File: src/rtl/ccc_csr_writer.sv
// Turns decoded target-side CCC frames (code plus payload bytes) into one-cycle
// CSR update strobes for dynamic address, MWL/MRL and IBI-enable state.
module ccc_csr_writer #(
  parameter int MAX_BYTES = 3,
  parameter int CNT_W     = 4
) (
  input  logic        clk_i,
  input  logic        rst_i,
  input  logic        ccc_valid_i,
  output logic        ccc_ready_o,
  input  logic [7:0]  ccc_code_i,
  input  logic        byte_valid_i,
  output logic        byte_ready_o,
  input  logic [7:0]  byte_i,
  input  logic        ccc_done_i,
  input  logic [6:0]  static_addr_i,
  input  logic        static_addr_valid_i,
  input  logic        dyn_addr_valid_i,
  output logic        dyn_addr_we_o,
  output logic [6:0]  dyn_addr_o,
  output logic        dyn_addr_valid_o,
  output logic        set_mwl_o,
  output logic [15:0] mwl_o,
  output logic        set_mrl_o,
  output logic [15:0] mrl_o,
  output logic        ibi_en_we_o,
  output logic        ibi_en_o,
  output logic        err_o,
  output logic        unsupported_o
);

  localparam int IDX_W = (MAX_BYTES > 1) ? $clog2(MAX_BYTES) : 1;
  localparam logic [CNT_W-1:0] MAX_CNT = CNT_W'(MAX_BYTES);

  typedef enum logic [1:0] {IDLE, COLLECT, COMMIT} state_e;

  state_e            state_q, state_d;
  logic [7:0]        code_q;
  logic [CNT_W-1:0]  cnt_q;
  logic [7:0]        buf_q [MAX_BYTES];
  logic [6:0]        dyn_addr_q;
  logic              dyn_valid_q;
  logic [15:0]       mwl_q, mrl_q;
  logic              ibi_en_q;

  logic              dyn_we_d, mwl_we_d, mrl_we_d, ibi_we_d, err_d, unsup_d;
  logic [6:0]        addr_d;
  logic              addr_valid_d;
  logic              ibi_d;
  logic              has1, has2, commit;

  always_comb begin
    state_d = state_q;
    case (state_q)
      IDLE:    if (ccc_valid_i) state_d = COLLECT;
      COLLECT: if (ccc_done_i) state_d = COMMIT;
      COMMIT:  state_d = IDLE;
      default: state_d = IDLE;
    endcase
  end

  assign ccc_ready_o  = (state_q == IDLE) && !rst_i;
  assign byte_ready_o = (state_q == COLLECT);

  assign has1   = (cnt_q != '0);
  assign has2   = (cnt_q >= CNT_W'(2));
  assign commit = (state_q == COMMIT) && !rst_i;

  // Outcome decode, evaluated against the frame captured during COLLECT
  always_comb begin
    dyn_we_d     = 1'b0;
    mwl_we_d     = 1'b0;
    mrl_we_d     = 1'b0;
    ibi_we_d     = 1'b0;
    err_d        = 1'b0;
    unsup_d      = 1'b0;
    addr_d       = '0;
    addr_valid_d = 1'b0;
    ibi_d        = 1'b0;
    case (code_q)
      8'h06: dyn_we_d = 1'b1;
      8'h29: begin
        if (static_addr_valid_i && !dyn_addr_valid_i) begin
          dyn_we_d     = 1'b1;
          addr_d       = static_addr_i;
          addr_valid_d = 1'b1;
        end else err_d = 1'b1;
      end
      8'h87, 8'h88: begin
        if (has1 && (dyn_addr_valid_i == code_q[3])) begin
          dyn_we_d     = 1'b1;
          addr_d       = buf_q[0][7:1];
          addr_valid_d = 1'b1;
        end else err_d = 1'b1;
      end
      8'h00, 8'h80, 8'h01, 8'h81: begin
        if (!has1) err_d = 1'b1;
        else if (buf_q[0][0]) begin
          ibi_we_d = 1'b1;
          ibi_d    = !code_q[0];
        end
      end
      8'h09, 8'h89: begin
        if (has2) mwl_we_d = 1'b1;
        else err_d = 1'b1;
      end
      8'h0A, 8'h8A: begin
        if (has2) mrl_we_d = 1'b1;
        else err_d = 1'b1;
      end
      default: unsup_d = 1'b1;
    endcase
  end

  assign dyn_addr_we_o = commit && dyn_we_d;
  assign set_mwl_o     = commit && mwl_we_d;
  assign set_mrl_o     = commit && mrl_we_d;
  assign ibi_en_we_o   = commit && ibi_we_d;
  assign err_o         = commit && err_d;
  assign unsupported_o = commit && unsup_d;

  // New values appear in the strobe cycle itself; registers hold them afterwards
  assign dyn_addr_o       = dyn_addr_we_o ? addr_d : dyn_addr_q;
  assign dyn_addr_valid_o = dyn_addr_we_o ? addr_valid_d : dyn_valid_q;
  assign mwl_o            = set_mwl_o ? {buf_q[0], buf_q[1]} : mwl_q;
  assign mrl_o            = set_mrl_o ? {buf_q[0], buf_q[1]} : mrl_q;
  assign ibi_en_o         = ibi_en_we_o ? ibi_d : ibi_en_q;

  always_ff @(posedge clk_i) begin
    if (rst_i) begin
      state_q     <= IDLE;
      code_q      <= '0;
      cnt_q       <= '0;
      for (int i = 0; i < MAX_BYTES; i++) buf_q[i] <= '0;
      dyn_addr_q  <= '0;
      dyn_valid_q <= 1'b0;
      mwl_q       <= '0;
      mrl_q       <= '0;
      ibi_en_q    <= 1'b0;
    end else begin
      state_q <= state_d;
      if (state_q == IDLE && ccc_valid_i) begin
        code_q <= ccc_code_i;
        cnt_q  <= '0;
      end
      // Bytes beyond the buffer are counted but dropped; the counter sticks at all-ones
      if (state_q == COLLECT && byte_valid_i) begin
        if (cnt_q < MAX_CNT) buf_q[cnt_q[IDX_W-1:0]] <= byte_i;
        if (cnt_q != '1) cnt_q <= cnt_q + 1'b1;
      end
      if (dyn_addr_we_o) begin
        dyn_addr_q  <= addr_d;
        dyn_valid_q <= addr_valid_d;
      end
      if (set_mwl_o) mwl_q <= mwl_o;
      if (set_mrl_o) mrl_q <= mrl_o;
      if (ibi_en_we_o) ibi_en_q <= ibi_d;
    end
  end

endmodule
File: config.mk
export PLATFORM = sky130hd
export DESIGN_NAME = ccc_csr_writer
export DESIGN_NICKNAME = d
export VERILOG_FILES = /design/src/rtl/ccc_csr_writer.sv
export SDC_FILE = /design/constraint.sdc
export NUM_CORES = 1
export LEC_CHECK = 0
export CELL_PAD_IN_SITES_DETAIL_PLACEMENT = 1
export CELL_PAD_IN_SITES_GLOBAL_PLACEMENT = 1
export CORE_MARGIN = 5
export CORE_UTILIZATION = 40
export DETAILED_ROUTE_END_ITERATION = 7
export PLACE_DENSITY = 0.93
export SLEW_MARGIN = 10
export SYNTH_ARGS = -nofsm -noshare
export SYNTH_HDL_FRONTEND = slang
export SYNTH_SLANG_ARGS = --single-unit
File: constraint.sdc
create_clock -name clk_i -period 4.15 [get_ports clk_i]
set_input_delay 0.415 -clock clk_i [delete_from_list [all_inputs] [get_ports clk_i]]
set_output_delay 0.415 -clock clk_i [all_outputs]
set_load 0.02 [all_outputs]
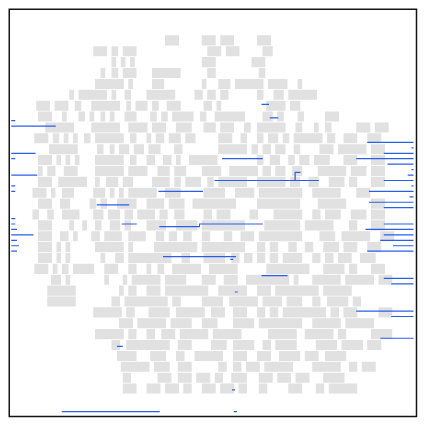
Fig. 1. Signal wires on met3 (run 1).
Drawn at 4 px/um.
nets with wire on the layer: 45
share of all routed wire: 3.8%
longest straight run: 25.8 um
final wirelength: 8.992 mm
met3 demand-to-capacity share in global routing: 2.893%
routed via count: 2573

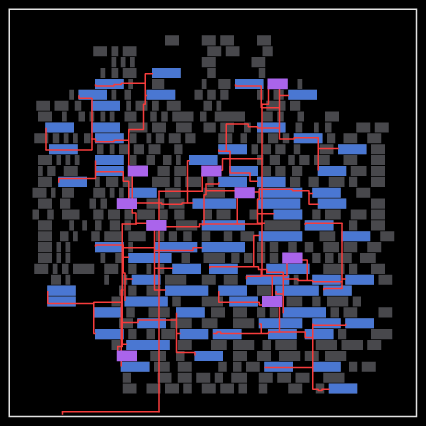
Fig. 2. Routed clock nets over the placement (run 1).
Drawn at 4 px/um.
[blue] flip-flops | count: 71
[red] clock wires | length: 939 um
[purple] clock drivers | count: 9
routed clock nets: 10
power dissipated in the clock network: 0.543 mW
insertion delay at the late pin of the worst-skew pair: 0.35 ns
Clk pwr share: 39.3%

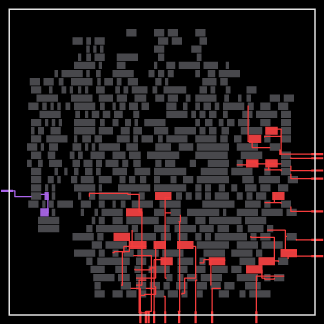
Fig. 3. I/O nets highlighted (run 1).
Drawn at 3 px/um.
| colour | port | bits | direction | end cells | buffers | wire |
|---|---|---|---|---|---|---|
| purple | ccc_done_i | 1 | input | 2 | 1 | 17.4 um |
| red | mwl_o | 16 | output | 16 | 16 | 530 um |
port bufs: 78
boundary pin count: 79

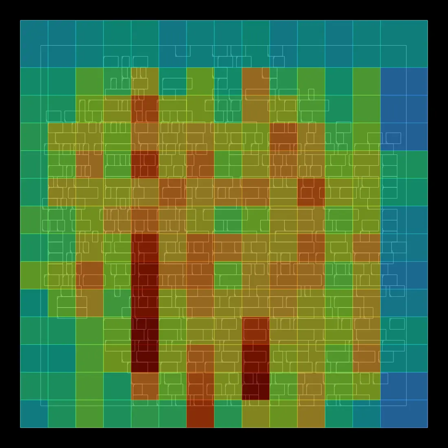
Fig. 4. Routing congestion (run 1).
combined global-route utilization of all metal layers: 18.56%
global-route met1 utilization: 22.56%

==> GITHUB_STEP_SUMMARY, run 1 <==
## Implementation flow summary

| Metric | Value |
|---|---|
| CTS Buf Count | 9 |
| Critical Path Stages | 8 |
| Setup TNS | 0 ns |
| Combinational share of cell area | 37.25% |
| Filler cell count | a little under 900 |
| Wl on met1 | 3.784 mm |
| Antenna violations before repair | 0 |
| Switching share of power | 23.82% |
| Status | completed |
| Area delta synth->final | 30.27% |
| Nets | 422 |
| Launch point of the worst reg-to-reg path | cnt_q[1] |
| Violation tally from detailed-route iteration zero | a little under 80 |
| Highest-count logic cell in the final layout | clkdlybuf4s50_1 |
| Number of sequential cells | 71 |
| Number of cells on the worst reg-to-reg path | 4 |
| Number of inserted diodes | 0 |
| Final non-filler cell area | 4357 um^2 |
| Post-route antenna net violation count | 0 |
| Finished Layout Cells | 498 |
| Critical path arrival | between 3 and 4 ns |
| Most common cell in the synthesized netlist | dfxtp_1 |
| Crit Path Max Fanout | 15 |
| Clock tree from TritonCTS | done |
| Area of the multi-input gates | around 1600 um^2 |
| Sequential-to-total area share from yosys stat | 47.29% |
| Main kind of combinational logic by area | simple AND/OR/NAND/NOR gates |
| Worst reg2reg endpoint | buf_q[1][7] |
| Width of the die | around 100 um |
| Worst setup margin | 0.6960 ns |
| Largest Pwr Group | registers |
| Inverter count of the layout excluding clock inverters | 9 |
| Fraction of area in registers | between 30% and 40% |
| Std cell rows | 33 |
| Die area | between 10000 and 15000 um^2 |
| XORs/XNORs by Area | less than 1% |
| Flop2flop setup slack | 1.70 ns |
| Multi-input comb cells | between 200 and 250 |
| Maximum vdd drop | 0.1539 mV |
| Pre-CTS setup slack | 1.022 ns |
| Clk sinks | roughly 70 |
| Cell area after synthesis | 3344 um^2 |
| Top cells excl fill/tap | 77 x clkdlybuf4s50_1, 55 x dfxtp_1, 35 x nor2b_1 |
| Placed wire-length estimate after detailed placement | 6.594 mm |
| Pwr Total | 1.384 mW |
| Critical-path top delay cell | clkdlybuf4s50_1 |
| Count of library flops with an enable pin | 16 |
| Number of storage elements in the synthesis netlist | between 70 and 80 |
| Setup bufs post-CTS | 0 |
| Comb pwr | ~0.10 mW |
| Drt drc | 0 |
| Combinational share of power | 7.5% |
| Internal power summed over all cells | 1.054 mW |
| Fraction of met2 tracks used by global routing | between 30% and 40% |
| Share of power burned in registers | 53.2% |
| HP Start | dyn_addr_q[3] |
| Number of global-route vias before repair | 2832 |
| Predominant post-synthesis flop cell | dfxtp_1 |
| Amount of wire on met3 after detailed routing | 345 um |
| Pwr/cell area | 317.6 nW/um^2 |
| Cell taking the most area after synthesis | dfxtp_1 |
| Area fraction in and, or, nand and nor cells after synthesis | about 22% |
| Clock-cell share of area | 4.509% |
| Worst Max-Slew Pin Slew | 0.8256 ns |
| Share of post-route cells with drive strength above 1 | around 16% |
| Min cycle time layout | ~3.5 ns |
| Hold-critical path depth | 2 |
| Critical path buffer and inverter count | 2 |
| Unique cell types | ~54 |
| TAP cells | 105 |
| Buffer cell driving the clock tree root | clkbuf_8 |
| Cell family with the largest share of critical-path delay | simple AND/OR/NAND/NOR gates |
| Area post-placement | 4160 um^2 |
| Setup Skew | 0.01068 ns |
| Number of standard cells after synthesis | 315 |
| Non-clock buffers, area share | 18.15% |
| Fin crit share | 83.23% |
| CTS Buffer Depth | 2 |
| Cell breakdown of the critical path | inv_1 > ha_1 > or3b_2 > nand2_2 > o211ai_4 > and2_1 > o21ai_0 > clkdlybuf4s50_1 |
| Biggest area consumer among cell classes | logic gates |
| Clock tree buffer count of the final layout | 14 |
| Max incr delay on CP | 0.65 ns |
| Pre-placement core utilization | 40.91% |
| Placeable core region | between 8000 and 9000 um^2 |
| Power attributed to sequential cells | 0.737 mW |
| Number of warning messages in the logs | 29 |
| RSZ-0062 raised after global routing | false |
| Floorplan Nets | 349 |
| Detailed route wirelength on metal2 | 4.672 mm |
| Highest Signal Layer | met4 |
| Hold Slack | 0.4744 ns |
| Most used standard cells in the synthesized netlist | 55 x dfxtp_1, 35 x nor2b_1, 25 x a21oi_1, 23 x nand2_1, 18 x mux2_4 |
| Share of the core filled with cells | a little over half |
| Final count of pins violating max slew | 0 |
| Number of cells in the yosys synthesis report | 315 |
| Routed wire length per instance | 18.06 um |
| Maximum number of pins on one net before global-route repair | 61 |
| Kind of start point of the critical path | flip-flop |
| Maximum clock rate | ~290 MHz |
| Tightest Hold Check Type | reg -> reg |
==> run 2, diff against run 1 <==
--- a/config.mk
+++ b/config.mk
@@ -8,9 +8,9 @@
 export CELL_PAD_IN_SITES_DETAIL_PLACEMENT = 1
 export CELL_PAD_IN_SITES_GLOBAL_PLACEMENT = 1
 export CORE_MARGIN = 5
-export CORE_UTILIZATION = 40
+export CORE_UTILIZATION = 35
 export DETAILED_ROUTE_END_ITERATION = 7
-export PLACE_DENSITY = 0.93
+export PLACE_DENSITY = 0.87
 export SLEW_MARGIN = 10
 export SYNTH_ARGS = -nofsm -noshare
 export SYNTH_HDL_FRONTEND = slang
==> constraint.sdc (replaced) <==
create_clock -name clk_i -period 3 [get_ports clk_i]
set_input_delay 0.3 -clock clk_i [delete_from_list [all_inputs] [get_ports clk_i]]
set_output_delay 0.3 -clock clk_i [all_outputs]
set_load 0.02 [all_outputs]
==> GITHUB_STEP_SUMMARY, run 2 <==
## Implementation flow summary

| Metric | Value |
|---|---|
| TAP cells | 129 (+23%) |
| Clock tree from TritonCTS | done |
| Cell family with the largest share of critical-path delay | simple AND/OR/NAND/NOR gates |
| First-pass DRT Iterations | 4 |
| Fin crit share | 96.10% |
| RSZ-0062 raised after global routing | false |
| Min cycle time layout | 2.883 ns |
| Flop2flop setup slack | 0.77 ns (-0.93 ns) |
| Most used standard cells in the synthesized netlist | 55 x dfxtp_1, 35 x nor2b_1, 25 x a21oi_1, 23 x nand2_1, 18 x mux2_4 |
| Area fraction in and, or, nand and nor cells after synthesis | 21.66% (unchanged) |
| Most common cell in the synthesized netlist | dfxtp_1 |
| Cell taking the most area after synthesis | dfxtp_1 |
| Mapped Avg Cell Area | 10.62 um^2 |
| Port bufs | 78 (unchanged) |
| Kind of start point of the critical path | flip-flop |
| Area post-placement | 4205 um^2 (+1.1%) |
| Violation tally from detailed-route iteration zero | 96 (+23%) |
| Cell area after synthesis | 3344 um^2 (unchanged) |
| Floorplan Nets | 349 (unchanged) |
| Synthesis Warnings | 0 |
| Unique cell types | 54 (unchanged) |
| Multi-input comb cells | 217 (unchanged) |
| Filler cell count | 1038 (+18%) |
| Cell breakdown of the critical path | inv_1 > ha_1 > or4_4 > nand4_2 > nor2_4 > buf_4 > mux2_4 > dlygate4sd2_1 |
| Combined global-route utilization of all metal layers | 16.87% (-1.7 points) |
| Setup TNS | 0 ns (unchanged) |
| Clock tree buffer count of the final layout | 10 (-4) |
| Biggest area consumer among cell classes | logic gates |
| Number of warning messages in the logs | 29 (unchanged) |
| Non-clock buffers, area share | 18.50% (+0.35 points) |
| Die area | 11610 um^2 (+13%) |
| Clock-cell share of area | 4.429% (-0.080 points) |
| Number of non-clock buffers in the layout | 86 |
| Number of standard cells after synthesis | 315 (unchanged) |
| HP Start | dyn_addr_q[3] |
| Share of post-route cells with drive strength above 1 | 19.30% (+3.8 points) |
| Antenna violations before repair | 0 (unchanged) |
| Worst reg2reg endpoint | dyn_addr_q[0] |
| Pre-CTS setup slack | 0.1253 ns (-0.8964 ns) |
| Critical path arrival | 2.58 ns (-0.46 ns) |
| Boundary pin count | 79 (unchanged) |
| Amount of wire on met3 after detailed routing | 360 um (+4.3%) |
| Drt drc | 0 (unchanged) |
| Switching share of power | 25.09% (+1.3 points) |
| Placed wire-length estimate after detailed placement | 6.876 mm (+4.3%) |
| Std cell rows | 35 (+6.1%) |
| Count of library flops with an enable pin | 16 (unchanged) |
| Hold Slack | 0.4718 ns (-0.002538 ns) |
| Final count of pins violating max slew | 0 (unchanged) |
| Crit Path Max Fanout | 6 (-9) |
| Critical Path Stages | 8 (unchanged) |
| Maximum clock rate | 346.9 MHz |
| Worst Max-Slew Pin Slew | 0.6270 ns (-0.1986 ns) |
| Launch point of the worst reg-to-reg path | cnt_q[0] |
| Predominant post-synthesis flop cell | dfxtp_1 |
| Critical-path top delay cell | or4_4 |
| Combinational share of cell area | 37.01% (-0.24 points) |
| Number of inserted diodes | 0 (unchanged) |
| Buffer cell driving the clock tree root | clkbuf_8 |
| Routed via count | 2641 (+2.6%) |
| Area of the multi-input gates | 1642 um^2 (+1.2%) |
| Share of power burned in registers | 52.6% (-0.6 points) |
| Inverter count of the layout excluding clock inverters | 9 (unchanged) |
| Maximum number of pins on one net before global-route repair | 61 (unchanged) |
| Worst setup margin | 0.1171 ns (-0.5789 ns) |
| Number of global-route vias before repair | 2836 (+0.14%) |
| XORs/XNORs by Area | 0.5238% (unchanged) |
| Critical path buffer and inverter count | 3 (+1) |
| Pwr Total | 1.938 mW (+40%) |
| Fraction of area in registers | 35.66% (-0.65 points) |
| CTS Buf Count | 9 (unchanged) |
| Highest Signal Layer | met4 |
| CTS Buffer Depth | 2 (unchanged) |
| Number of cells on the worst reg-to-reg path | 8 (+4) |
| Number of sequential cells | 71 (unchanged) |
| Pwr/cell area | 437.0 nW/um^2 (+38%) |
| Power attributed to sequential cells | 1.02 mW (+38%) |
| Insertion delay at the late pin of the worst-skew pair | 0.36 ns (about the same) |
| Final non-filler cell area | 4436 um^2 (+1.8%) |
| Number of storage elements in the synthesis netlist | 71 (unchanged) |
| Status | completed |
| Width of the die | 107.8 um (+6.2%) |
| Number of cells in the yosys synthesis report | 315 (unchanged) |
| Setup bufs post-CTS | 4 (+4) |
| Adder Share, Synth | 1.496% |
| Finished Layout Cells | 528 (+6.0%) |
| Post-route antenna net violation count | 0 (unchanged) |
| Internal power summed over all cells | 1.452 mW (+38%) |
| Comb pwr | 0.148 mW (+42%) |
| Area delta synth->final | 32.62% |
| Top cells excl fill/tap | 55 x dfxtp_1, 35 x nor2b_1, 34 x clkdlybuf4s50_1, 34 x dlygate4sd2_1, 25 x a21oi_1 |
| Tightest Hold Check Type | reg -> reg |
| Largest Pwr Group | registers |
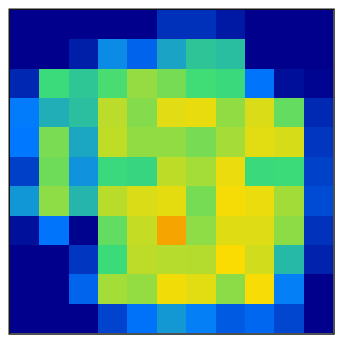
Fig. 5. Cell density map (run 2).
Drawn at 3 px/um. 11 x 11 tiles, from dark blue (low) to red (high), 0 to 100% covered.
tiles over 75% full: 0.80%
nearly empty tiles: 20%
mean over tiles: 37%
emptiest ninth of the die: lower left
placeable core region: 9284 um^2
share of the core filled with cells: 47.78%
pre-placement core utilization: 36.02%

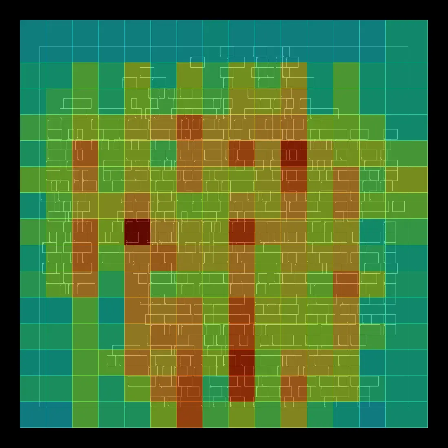
Fig. 6. Routing congestion (run 2).
GRT busiest layer: met2
routed wire length per instance: 18.02 um
global-route met1 utilization: 20.56%
fraction of met2 tracks used by global routing: 29.09%
met3 demand-to-capacity share in global routing: 3.539%

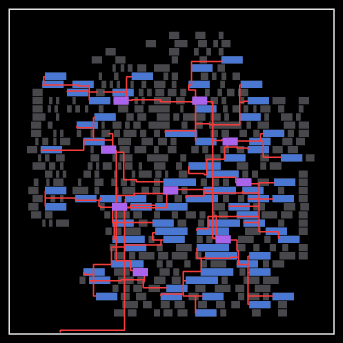
Fig. 7. Routed clock nets over the placement (run 2).
Drawn at 3 px/um.
[red] clock wires | length: 925 um
[purple] clock drivers | count: 9
[blue] flip-flops | count: 71
routed clock nets: 10
Setup Skew: 0.01528 ns
power dissipated in the clock network: 0.770 mW
Clk pwr share: 39.7%

No activity file was given, so power comes from the tool's default toggle rates.
